**src/rtl/bs_isa_pkg.sv**
```systemverilog
// Shared ISA definitions for the bit-sliced PE dispatcher: opcodes, instruction fields,
// dispatcher state encoding and per-opcode execution budgets.
package bs_isa_pkg;

  localparam int unsigned INSTR_W = 32;
  localparam int unsigned OP_W    = 6;

  localparam logic [OP_W-1:0] OP_ADD   = 6'd0;
  localparam logic [OP_W-1:0] OP_SUB   = 6'd1;
  localparam logic [OP_W-1:0] OP_MUL   = 6'd2;
  localparam logic [OP_W-1:0] OP_EAST  = 6'd5;
  localparam logic [OP_W-1:0] OP_SOUTH = 6'd7;
  localparam logic [OP_W-1:0] OP_NORTH = 6'd8;
  localparam logic [OP_W-1:0] OP_SHL   = 6'd9;
  localparam logic [OP_W-1:0] OP_SHR   = 6'd10;

  localparam int unsigned OPC_MSB = 31;
  localparam int unsigned OPC_LSB = 26;
  localparam int unsigned RD_MSB  = 25;
  localparam int unsigned RD_LSB  = 21;
  localparam int unsigned RS1_MSB = 20;
  localparam int unsigned RS1_LSB = 16;
  localparam int unsigned RS2_MSB = 15;
  localparam int unsigned RS2_LSB = 11;

  typedef struct packed {
    logic [OPC_MSB-OPC_LSB:0] opcode;
    logic [RD_MSB-RD_LSB:0]   rd;
    logic [RS1_MSB-RS1_LSB:0] rs1;
    logic [RS2_MSB-RS2_LSB:0] rs2;
    logic [RS2_LSB-1:0]       rsvd;
  } instr_t;

  typedef enum logic [1:0] {
    ST_IDLE  = 2'd0,
    ST_ISSUE = 2'd1,
    ST_RUN   = 2'd2,
    ST_GAP   = 2'd3
  } disp_state_t;

  // Cycles the controller needs for each opcode with N slices; 0 marks an unsupported opcode.
  function automatic int unsigned op_budget(input logic [OP_W-1:0] op, input int unsigned n);
    case (op)
      OP_ADD, OP_SUB: return 3 * n + 1;
      OP_MUL:         return 2 * n * n + n + 3;
      OP_EAST:        return n + 2;
      OP_SOUTH:       return n + 1;
      OP_NORTH:       return n + 2;
      OP_SHL, OP_SHR: return 2 * n + 1;
      default:        return 0;
    endcase
  endfunction

  function automatic logic op_legal(input logic [OP_W-1:0] op);
    case (op)
      OP_ADD, OP_SUB, OP_MUL, OP_EAST, OP_SOUTH, OP_NORTH, OP_SHL, OP_SHR: return 1'b1;
      default: return 1'b0;
    endcase
  endfunction

  function automatic int unsigned budget_w(input int unsigned n);
    return $clog2(2 * n * n + n + 4);
  endfunction

endpackage

```
**src/rtl/bs_instr_fifo.sv**
```systemverilog
// Instruction buffer: DEPTH x WIDTH synchronous FIFO with wrap-bit pointers,
// allowing simultaneous push and pop at any occupancy including full.
module bs_instr_fifo #(
  parameter int unsigned DEPTH = 16,
  parameter int unsigned WIDTH = 32
) (
  input  logic                     clk,
  input  logic                     reset,
  input  logic                     push,
  input  logic [WIDTH-1:0]         push_data,
  input  logic                     pop,
  output logic [WIDTH-1:0]         pop_data,
  output logic                     full,
  output logic                     empty,
  output logic [$clog2(DEPTH):0]   count
);

  localparam int unsigned AW = $clog2(DEPTH);

  logic [AW:0]       wr_ptr;
  logic [AW:0]       rd_ptr;
  logic [WIDTH-1:0]  mem [DEPTH];
  logic              do_push;
  logic              do_pop;

  assign empty    = (wr_ptr == rd_ptr);
  assign full     = (wr_ptr[AW] != rd_ptr[AW]) && (wr_ptr[AW-1:0] == rd_ptr[AW-1:0]);
  assign count    = wr_ptr - rd_ptr;
  assign do_pop   = pop && !empty;
  assign do_push  = push && (!full || do_pop);
  assign pop_data = mem[rd_ptr[AW-1:0]];

  always_ff @(posedge clk or posedge reset) begin
    if (reset) begin
      wr_ptr <= '0;
      rd_ptr <= '0;
    end else begin
      if (do_push) wr_ptr <= wr_ptr + (AW+1)'(1);
      if (do_pop)  rd_ptr <= rd_ptr + (AW+1)'(1);
    end
  end

  // Storage carries no reset; empty/full come from the pointers alone.
  always_ff @(posedge clk) begin
    if (do_push) mem[wr_ptr[AW-1:0]] <= push_data;
  end

endmodule

```
**src/rtl/bs_instr_dispatcher.sv**
```systemverilog
// Issue stage for the bit-sliced PE controller: buffers host instructions and issues each one
// for its fixed cycle budget. Define BS_DISPATCH_PERF_EN to add the stall_cycles counter.
module bs_instr_dispatcher
  import bs_isa_pkg::*;
#(
  parameter int unsigned LENGTH     = 32,
  parameter int unsigned SLICE_SIZE = 4,
  parameter int unsigned FIFO_DEPTH = 16
) (
  input  logic                clk,
  input  logic                reset,
  input  logic                instr_valid,
  input  logic [INSTR_W-1:0]  instr_data,
  output logic                instr_ready,
  output logic                ctrl_start,
  output logic [INSTR_W-1:0]  ctrl_instruction,
  output logic                busy,
  output logic                illegal_err,
  output logic [15:0]         issued_count
`ifdef BS_DISPATCH_PERF_EN
  ,output logic [31:0]        stall_cycles
`endif
);

  localparam int unsigned N      = LENGTH / SLICE_SIZE;
  localparam int unsigned CNT_W  = budget_w(N);
  localparam int unsigned OCC_W  = $clog2(FIFO_DEPTH) + 1;

  localparam logic [CNT_W-1:0] B_ADD   = CNT_W'(op_budget(OP_ADD, N));
  localparam logic [CNT_W-1:0] B_MUL   = CNT_W'(op_budget(OP_MUL, N));
  localparam logic [CNT_W-1:0] B_EAST  = CNT_W'(op_budget(OP_EAST, N));
  localparam logic [CNT_W-1:0] B_SOUTH = CNT_W'(op_budget(OP_SOUTH, N));
  localparam logic [CNT_W-1:0] B_NORTH = CNT_W'(op_budget(OP_NORTH, N));
  localparam logic [CNT_W-1:0] B_SHIFT = CNT_W'(op_budget(OP_SHL, N));

  disp_state_t        state;
  disp_state_t        state_nxt;
  logic               push_acc;
  logic               fifo_pop;
  logic               fifo_full;
  logic               fifo_empty;
  logic [OCC_W-1:0]   fifo_count;
  logic [OCC_W-1:0]   occ_nxt;
  logic [INSTR_W-1:0] fifo_rdata;
  instr_t             head;
  logic               head_legal;
  logic [CNT_W-1:0]   head_budget;
  logic [CNT_W-1:0]   budget_cnt;
  logic               issue_load;
  logic               drop;

  assign push_acc = instr_valid && !fifo_full;
  assign head     = instr_t'(fifo_rdata);
  assign occ_nxt  = fifo_count + OCC_W'(push_acc) - OCC_W'(fifo_pop);

  bs_instr_fifo #(
    .DEPTH (FIFO_DEPTH),
    .WIDTH (INSTR_W)
  ) u_fifo (
    .clk       (clk),
    .reset     (reset),
    .push      (push_acc),
    .push_data (instr_data),
    .pop       (fifo_pop),
    .pop_data  (fifo_rdata),
    .full      (fifo_full),
    .empty     (fifo_empty),
    .count     (fifo_count)
  );

  // Head decode: legality and budget via constant table lookup.
  always_comb begin
    head_legal  = op_legal(head.opcode);
    head_budget = '0;
    case (head.opcode)
      OP_ADD, OP_SUB: head_budget = B_ADD;
      OP_MUL:         head_budget = B_MUL;
      OP_EAST:        head_budget = B_EAST;
      OP_SOUTH:       head_budget = B_SOUTH;
      OP_NORTH:       head_budget = B_NORTH;
      OP_SHL, OP_SHR: head_budget = B_SHIFT;
      default:        head_budget = '0;
    endcase
  end

  always_ff @(posedge clk or posedge reset) begin
    if (reset) state <= ST_IDLE;
    else       state <= state_nxt;
  end

  // GAP makes the same issue decision as IDLE so back-to-back starts are B+2 apart.
  always_comb begin
    state_nxt = state;
    case (state)
      ST_IDLE, ST_GAP: state_nxt = (!fifo_empty && head_legal) ? ST_ISSUE : ST_IDLE;
      ST_ISSUE:        state_nxt = ST_RUN;
      ST_RUN:          if (budget_cnt == CNT_W'(1)) state_nxt = ST_GAP;
      default:         state_nxt = ST_IDLE;
    endcase
  end

  always_comb begin
    issue_load = 1'b0;
    drop       = 1'b0;
    if ((state == ST_IDLE) || (state == ST_GAP)) begin
      issue_load = !fifo_empty && head_legal;
      drop       = !fifo_empty && !head_legal;
    end
    fifo_pop = issue_load || drop;
  end

  always_ff @(posedge clk or posedge reset) begin
    if (reset) begin
      ctrl_start       <= 1'b0;
      ctrl_instruction <= '0;
      busy             <= 1'b0;
      instr_ready      <= 1'b1;
      illegal_err      <= 1'b0;
      issued_count     <= '0;
      budget_cnt       <= '0;
    end else begin
      ctrl_start  <= issue_load;
      busy        <= (state_nxt != ST_IDLE) || (occ_nxt != '0);
      instr_ready <= (occ_nxt != OCC_W'(FIFO_DEPTH));
      if (drop) illegal_err <= 1'b1;
      if (issue_load) begin
        ctrl_instruction <= fifo_rdata;
        issued_count     <= issued_count + 16'd1;
        budget_cnt       <= head_budget;
      end else if (state == ST_RUN) begin
        budget_cnt <= budget_cnt - CNT_W'(1);
      end
    end
  end

`ifdef BS_DISPATCH_PERF_EN
  // Host back-pressure cycles, saturating.
  always_ff @(posedge clk or posedge reset) begin
    if (reset) begin
      stall_cycles <= '0;
    end else if (instr_valid && !instr_ready && (stall_cycles != '1)) begin
      stall_cycles <= stall_cycles + 32'd1;
    end
  end
`endif

endmodule

```
**config.mk**
```make
export PLATFORM = sky130hd
export DESIGN_NAME = bs_instr_dispatcher
export DESIGN_NICKNAME = d
export VERILOG_FILES = /design/src/rtl/bs_isa_pkg.sv /design/src/rtl/bs_instr_fifo.sv /design/src/rtl/bs_instr_dispatcher.sv
export SDC_FILE = /design/constraint.sdc
export NUM_CORES = 1
export LEC_CHECK = 0
export CORE_MARGIN = 3
export CORE_UTILIZATION = 38
export DETAILED_ROUTE_END_ITERATION = 12
export GPL_TIMING_DRIVEN = 0
export HOLD_SLACK_MARGIN = 0.06
export REMOVE_ABC_BUFFERS = 1
export SYNTH_ARGS = -nofsm -noshare
export SYNTH_HDL_FRONTEND = slang
export SYNTH_SLANG_ARGS = --single-unit
```
**constraint.sdc**
```tcl
create_clock -name clk -period 6.7 [get_ports clk]
set_clock_uncertainty 0.05 [all_clocks]
set_input_delay 1.34 -clock clk [delete_from_list [all_inputs] [get_ports clk]]
set_output_delay 1.34 -clock clk [all_outputs]
set_load 0.02 [all_outputs]
```
Figure 1. Signal wires by layer (run 1).
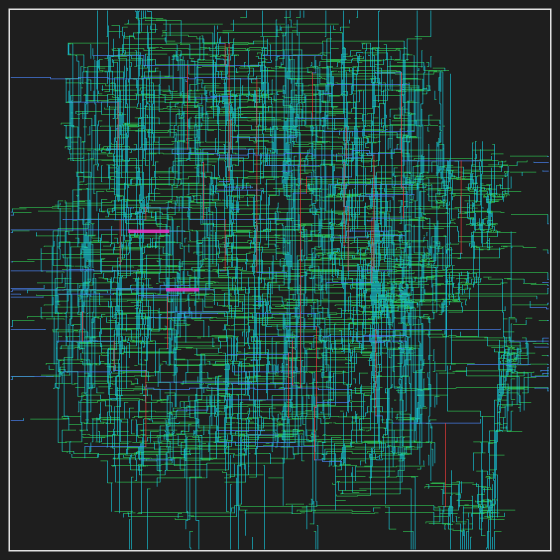
red -> metal 4  # wire length 1,010 um
blue -> metal 3  # wire length 2,430 um
green -> metal 1  # wire length 21.6 mm
magenta -> metal 5  # wire length 31.3 um
cyan -> metal 2  # wire length 24.2 mm
Total GRT Usage: 0.160
via count: 10,600
total length of routed wires: 49,300 um
wire length per cell: 24.4 um

Figure 2. Routed metal per tile (run 1).
The die is cut into 25 by 25 equal tiles; black is low, pale yellow is high, scaled to the fullest tile. Values are wire area over tile area, all layers added.
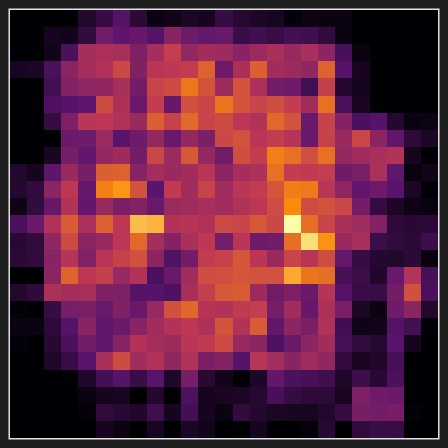
nearly empty tiles = 16%
emptiest ninth of the die = south-west
tiles over half the peak = 18%

Figure 3. Cells coloured by class (run 1).
Bar = 100 um. Fill, decap, tap and diode cells in grey.
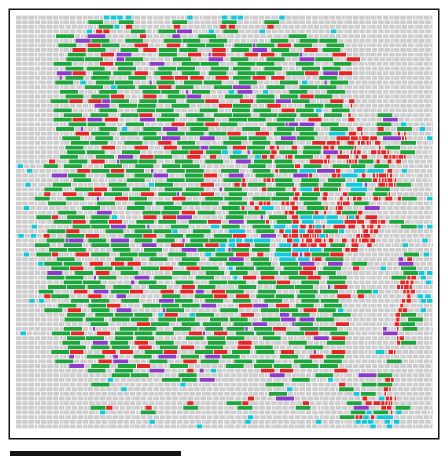
green -> flops  # cells 584, share of their area 65%
red -> combinational and other logic  # cells 418, share of their area 21%
purple -> clock drivers and dummy loads  # cells 113, share of their area 7.9%
cyan -> other buffers and delay cells  # cells 130, share of their area 6.4%
count of standard-cell rows: 89
post-route cell area: 27,300 sq um
area of the core: 59,100 sq um

==> flow_summary.toml, run 1 <==
# synthesis and place-and-route metrics
[logic_synthesis]
seq_area_frac_synth = 0.756
synthTopCellsByArea = "sky130_fd_sc_hd__edfxtp_1 68%, sky130_fd_sc_hd__mux4_2 14%, sky130_fd_sc_hd__dfrtp_1 7.8%"
synth_dominant_cell_count = "sky130_fd_sc_hd__edfxtp_1"
muxShareOfSynthArea = 0.162
enable_flop_cells = 512
postSynthAreaPerCell_sq_um = 21.6
synthCells = 1052
post_synth_xor_xnor_area = 0.0143
synthesis.yosys.warnings = 0
synth_area_leader = "sky130_fd_sc_hd__edfxtp_1"
ys_cells = 1052
postSynth.topFlopCell = "sky130_fd_sc_hd__edfxtp_1"
logic_family = "multiplexers"
synthesized_area_fraction_occupied_by_and_or_nand_nor_cells = 0.0253
aoi_share = 0.0144
async_flop_share = 0.123
synth_adder_area_share = 0.0142
netlist_top_cells_count = "512 x sky130_fd_sc_hd__edfxtp_1, 145 x sky130_fd_sc_hd__mux4_2, 71 x sky130_fd_sc_hd__dfrtp_1, 30 x sky130_fd_sc_hd__xnor2_1, 29 x sky130_fd_sc_hd__mux2_2"
synth_top_area_share = 0.677
synth.yosys.chip_area_sq_um = 22700

[layout]
combinational_cell_area_excluding_buffers_and_inverters_sq_um = 5330
non_clock_buffer_area_share = 0.0613
nClkBuffers = 74
inverters = 20
comb_area_frac = 0.195
layout_top_cells = "512 x sky130_fd_sc_hd__edfxtp_1, 145 x sky130_fd_sc_hd__mux4_2, 86 x sky130_fd_sc_hd__clkdlybuf4s50_1, 67 x sky130_fd_sc_hd__dfrtp_1, 60 x sky130_fd_sc_hd__clkbuf_16"
clock_cell_area_share = 0.0758
mostFrequentLayoutCell = "sky130_fd_sc_hd__edfxtp_1"
nMultiInputCombCells = 398
area_growth_pct = 20.2
drive_above_1_share = 0.276
utilization = 0.462
sh_seq_area = 0.629
n_antenna_cell = 1
finalNetCount = 1253
fillCellCount = 4838
dominant_cells = "registers"
nonClockBufferCount = 130

[pwr]
totalPowerFinal_w = 0.0121
p_clk_w = 0.00345
power.sequential.fraction = 0.398
power.share.clock = 0.285
combinational_power_w = 0.00383
power_switching_share = 0.300
maxPowerGroup = "sequential cells"
combinationalPowerShare = 0.317
vdd_ir_drop_max_uv = 288
power.switching_w = 0.00363
internal_w = 0.00846
power.density_nw_per_um2 = 443
seq_cell_power_w = 0.00481
p_leak_nw = 8.92

[worst_setup_path]
critPathMaxStageDelay_ns = 0.79
worstSetupStartpoint = "u_fifo.rd_ptr[1]"
ff2ff_setup_slack_ns = 1.92
timing.critical_path.depth = 13
reg_to_reg_critical_path_endpoint = "ctrl_instruction[19]"
crit_slowest_cell = "sky130_fd_sc_hd__dfrtp_4"
timing.critical_path.required_ns = 7.14
rr_startpoint = "u_fifo.rd_ptr[1]"
cp_num_buf_inv = 5
path_common_cell = "sky130_fd_sc_hd__buf_16"
critical_path.cell_chain = "buf_16 > buf_16 > mux4_2 > and2_0 > o21a_1 > or2_2 > ha_1 > inv_1 > nor2_1 > a211oi_4 > buf_16 > buf_8 > mux2_2"
worst_path_dominant_cell_family = "buffers and inverters"
worst-path-max-fanout = 51
worst_setup_path_endpoint = "ctrl_instruction[19]"
timing.reg2reg.worst_path_depth = 13
crit_type = "reg -> reg"

[run]
tool_warnings = 33
cap_viol_max_count = 0

[clock_tree]
cts-buffers-inserted = 60
htreeDepth = 2
cts_sinks = 584
cts.reportedPaths.clkPinSlew_ns = 0.06
cts.repair_timing.setup_buffer_count = 0
root_buffer = "sky130_fd_sc_hd__clkbuf_16"
clock_tree_from_tritoncts = "yes"
clk_latency_ns = 0.63
cts_max_path_buffers = 3
post_cts_hold_buffer_count = 0

[drt]
drt_drc_violations_left = 0
dr.pass1.iters = 5
routed-wl-met2_um = 24200
wl_met1_um = 21600
drt.antenna.violating_nets = 0
dr_wl_met3_um = 2430
drt_first_iter_violations = 974
top_signal_layer_used = "met5"
post_drt_via_cell_ratio = 5.23

[floorplan]
io_pins = 87
floorplan.die.width_um = 251
chip_area_sq_um = 62800
tapcells = 773
die_height_um = 251

[sta]
timing.final.crit_share = 0.713
hold_viol = 0
setup_violations_final = 0
timing_max_transition_violations_final = 0
max-slew-margin-rel = 0.390
timing.final.ws_setup_ns = 1.92
max_clock_freq_mhz = 209
period_needed_ns = 4.78
hold_ws_ns = 0.417
final.setup.tns_ns = 0
rsz0062_at_grt = "no"
worst-slew-pin-transition_ns = 0.910

[worst_hold_path]
hold_path.class = "reg -> reg"
timing.hold.worst_path_depth = 1
worst_hold_path.endpoint = "issued_count[15]"
hold_path_startpoint = "issued_count[15]"

[place]
place_hpwl_um = 29100
placedInstanceArea_sq_um = 25200
port-buffer-count = 86
place.detailed.instances = 1905

[grt]
grt_antenna_before_repair = 3
global_route.usage.met1 = 0.225
first_global_vias = 11100
grt_first_pass_wirelength_um = 74000
groute.layer.met3.usage = 0.0306
largest_net_degree_at_the_start_of_global_routing = 54
grt.overflow.total = 0
globalRouteMet2Util = 0.259

[run_status]
outcome = "finished, final reports clean"
Figure 4. M1 wires (run 1).
Supply wires on this layer in grey.
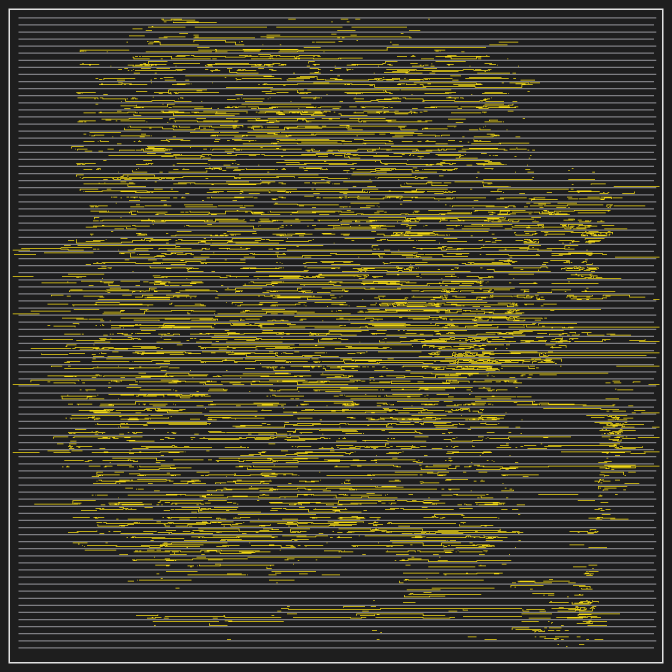

==> run 1 -> run 2 <==
clock period = 4.6 ns   (was 6.7 ns; I/O delays follow)
Figure 5. M1 wires (run 2).
Supply wires on this layer in grey.
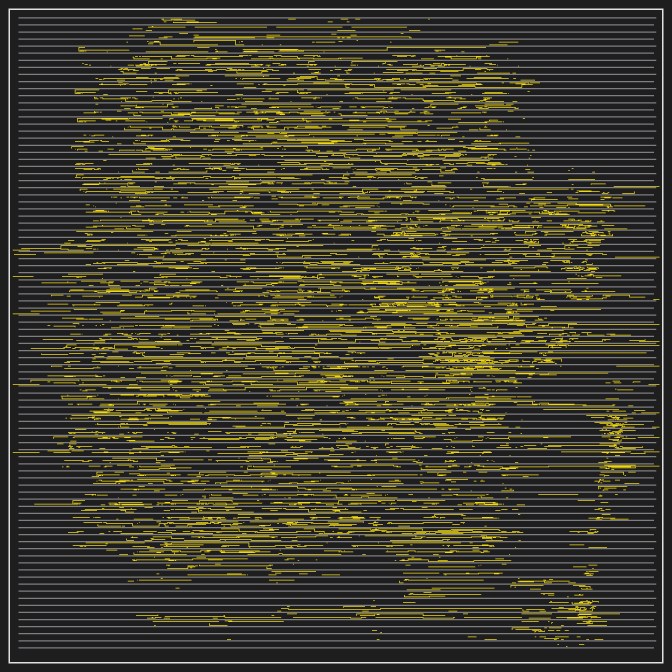
main direction = horizontal
nets with wire on the layer = 1,201
share of all routed wire = 44%

==> flow_summary.toml, run 2 <==
# synthesis and place-and-route metrics
[worst_setup_path]
rr_startpoint = "u_fifo.rd_ptr[1]"
ff2ff_setup_slack_ns = 0.26
timing.critical_path.required_ns = 5.04
cp_num_buf_inv = 6
worst_setup_path_endpoint = "ctrl_instruction[19]"
reg_to_reg_critical_path_endpoint = "ctrl_instruction[19]"
critical_path.cell_chain = "buf_16 > buf_16 > mux4_2 > and2_0 > o21a_1 > or2_2 > ha_1 > inv_1 > nor2_1 > a211oi_4 > buf_4 > buf_16 > buf_8 > mux2_2"
timing.reg2reg.worst_path_depth = 14
worst_path_dominant_cell_family = "buffers and inverters"
critPathMaxStageDelay_ns = 0.78
crit_type = "reg -> reg"
crit_slowest_cell = "sky130_fd_sc_hd__dfrtp_4"
worst-path-max-fanout = 51
path_common_cell = "sky130_fd_sc_hd__buf_16"
timing.critical_path.depth = 14
worstSetupStartpoint = "u_fifo.rd_ptr[1]"

[layout]
layout_top_cells = "512 x sky130_fd_sc_hd__edfxtp_1, 145 x sky130_fd_sc_hd__mux4_2, 86 x sky130_fd_sc_hd__clkdlybuf4s50_1, 67 x sky130_fd_sc_hd__dfrtp_1, 60 x sky130_fd_sc_hd__clkbuf_16"
non_clock_buffer_area_share = 0.0621
finalNetCount = 1256
largest_register_ff_count = 512
nMultiInputCombCells = 398
n_antenna_cell = 1
dominant_cells = "registers"
area_growth_pct = 20.3
seq_cells = 584
combinational_cell_area_excluding_buffers_and_inverters_sq_um = 5330
mostFrequentLayoutCell = "sky130_fd_sc_hd__edfxtp_1"
comb_area_frac = 0.195
utilization = 0.462
inverters = 20
clock_cell_area_share = 0.0757
nClkBuffers = 74
drive_above_1_share = 0.277
layout.cell_area.non_filler_sq_um = 27300
fillCellCount = 4837
nonClockBufferCount = 133
sh_seq_area = 0.629

[place]
port-buffer-count = 86
place_hpwl_um = 29100
place.detailed.instances = 1905
placedInstanceArea_sq_um = 25200

[pwr]
combinational_power_w = 0.00561
internal_w = 0.0123
power.sequential.fraction = 0.397
p_leak_nw = 8.93
vdd_ir_drop_max_uv = 436
maxPowerGroup = "sequential cells"
power.switching_w = 0.00529
power_switching_share = 0.300
p_clk_w = 0.00503
totalPowerFinal_w = 0.0176
power.density_nw_per_um2 = 645
seq_cell_power_w = 0.00700
combinationalPowerShare = 0.318
power.share.clock = 0.285

[floorplan]
io_pins = 87
die_height_um = 251
floorplan.die.width_um = 251
fp_util = 0.384
placement_rows = 89
tapcells = 773
floorplan.core_area_sq_um = 59100
chip_area_sq_um = 62800

[sta]
final.setup.tns_ns = 0
timing_max_transition_violations_final = 0
rsz0062_at_grt = "no"
max_clock_freq_mhz = 230
setup_violations_final = 0
hold_ws_ns = 0.417
timing.final.crit_share = 0.944
period_needed_ns = 4.34
worst-slew-pin-transition_ns = 0.907
hold_viol = 0
max-slew-margin-rel = 0.392
timing.final.ws_setup_ns = 0.256

[drt]
route.detailed.wl_per_inst_um = 24.3
top_signal_layer_used = "met5"
dr.pass1.iters = 5
wl_met1_um = 21500
routed-wl-met2_um = 24100
post_drt_via_cell_ratio = 5.23
drt_drc_violations_left = 0
drt.antenna.violating_nets = 0
drt_first_iter_violations = 874
dr_wl_met3_um = 2580
total_length_of_routed_wires_um = 49200
via_count = 10600

[clock_tree]
post_cts_hold_buffer_count = 0
cts.reportedPaths.clkPinSlew_ns = 0.06
cts_sinks = 584
cts.repair_timing.setup_buffer_count = 3
root_buffer = "sky130_fd_sc_hd__clkbuf_16"
clock_tree_from_tritoncts = "yes"
htreeDepth = 2
cts-buffers-inserted = 60
clk_latency_ns = 0.63

[run_status]
outcome = "finished, final reports clean"

[logic_synthesis]
synth_area_leader = "sky130_fd_sc_hd__edfxtp_1"
enable_flop_cells = 512
synthesis.yosys.warnings = 0
muxShareOfSynthArea = 0.162
logic_family = "multiplexers"
async_flop_share = 0.123
post_synth_xor_xnor_area = 0.0143
synth.yosys.chip_area_sq_um = 22700
ys_cells = 1052
synth_adder_area_share = 0.0142
netlist_top_cells_count = "512 x sky130_fd_sc_hd__edfxtp_1, 145 x sky130_fd_sc_hd__mux4_2, 71 x sky130_fd_sc_hd__dfrtp_1, 30 x sky130_fd_sc_hd__xnor2_1, 29 x sky130_fd_sc_hd__mux2_2"
synthTopCellsByArea = "sky130_fd_sc_hd__edfxtp_1 68%, sky130_fd_sc_hd__mux4_2 14%, sky130_fd_sc_hd__dfrtp_1 7.8%"
postSynth.topFlopCell = "sky130_fd_sc_hd__edfxtp_1"
syn-cell-area_sq_um = 22700
aoi_share = 0.0144
synth_dominant_cell_count = "sky130_fd_sc_hd__edfxtp_1"
synthCells = 1052
yosys_register_bits = 584
synthesized_area_fraction_occupied_by_and_or_nand_nor_cells = 0.0253
postSynthAreaPerCell_sq_um = 21.6
seq_area_frac_synth = 0.756
synth_top_area_share = 0.677

[grt]
global_route.usage.met1 = 0.225
grt-busiest-layer = "met2"
first_global_vias = 11100
global_route.usage.total = 0.160
grt_antenna_before_repair = 3
grt.overflow.total = 0
groute.layer.met3.usage = 0.0306
grt_first_pass_wirelength_um = 74100
largest_net_degree_at_the_start_of_global_routing = 54
globalRouteMet2Util = 0.259

[worst_hold_path]
hold_path_startpoint = "issued_count[15]"
worst_hold_path.endpoint = "issued_count[15]"
hold_path.class = "reg -> reg"
timing.hold.worst_path_depth = 1

[run]
tool_warnings = 33
cap_viol_max_count = 0
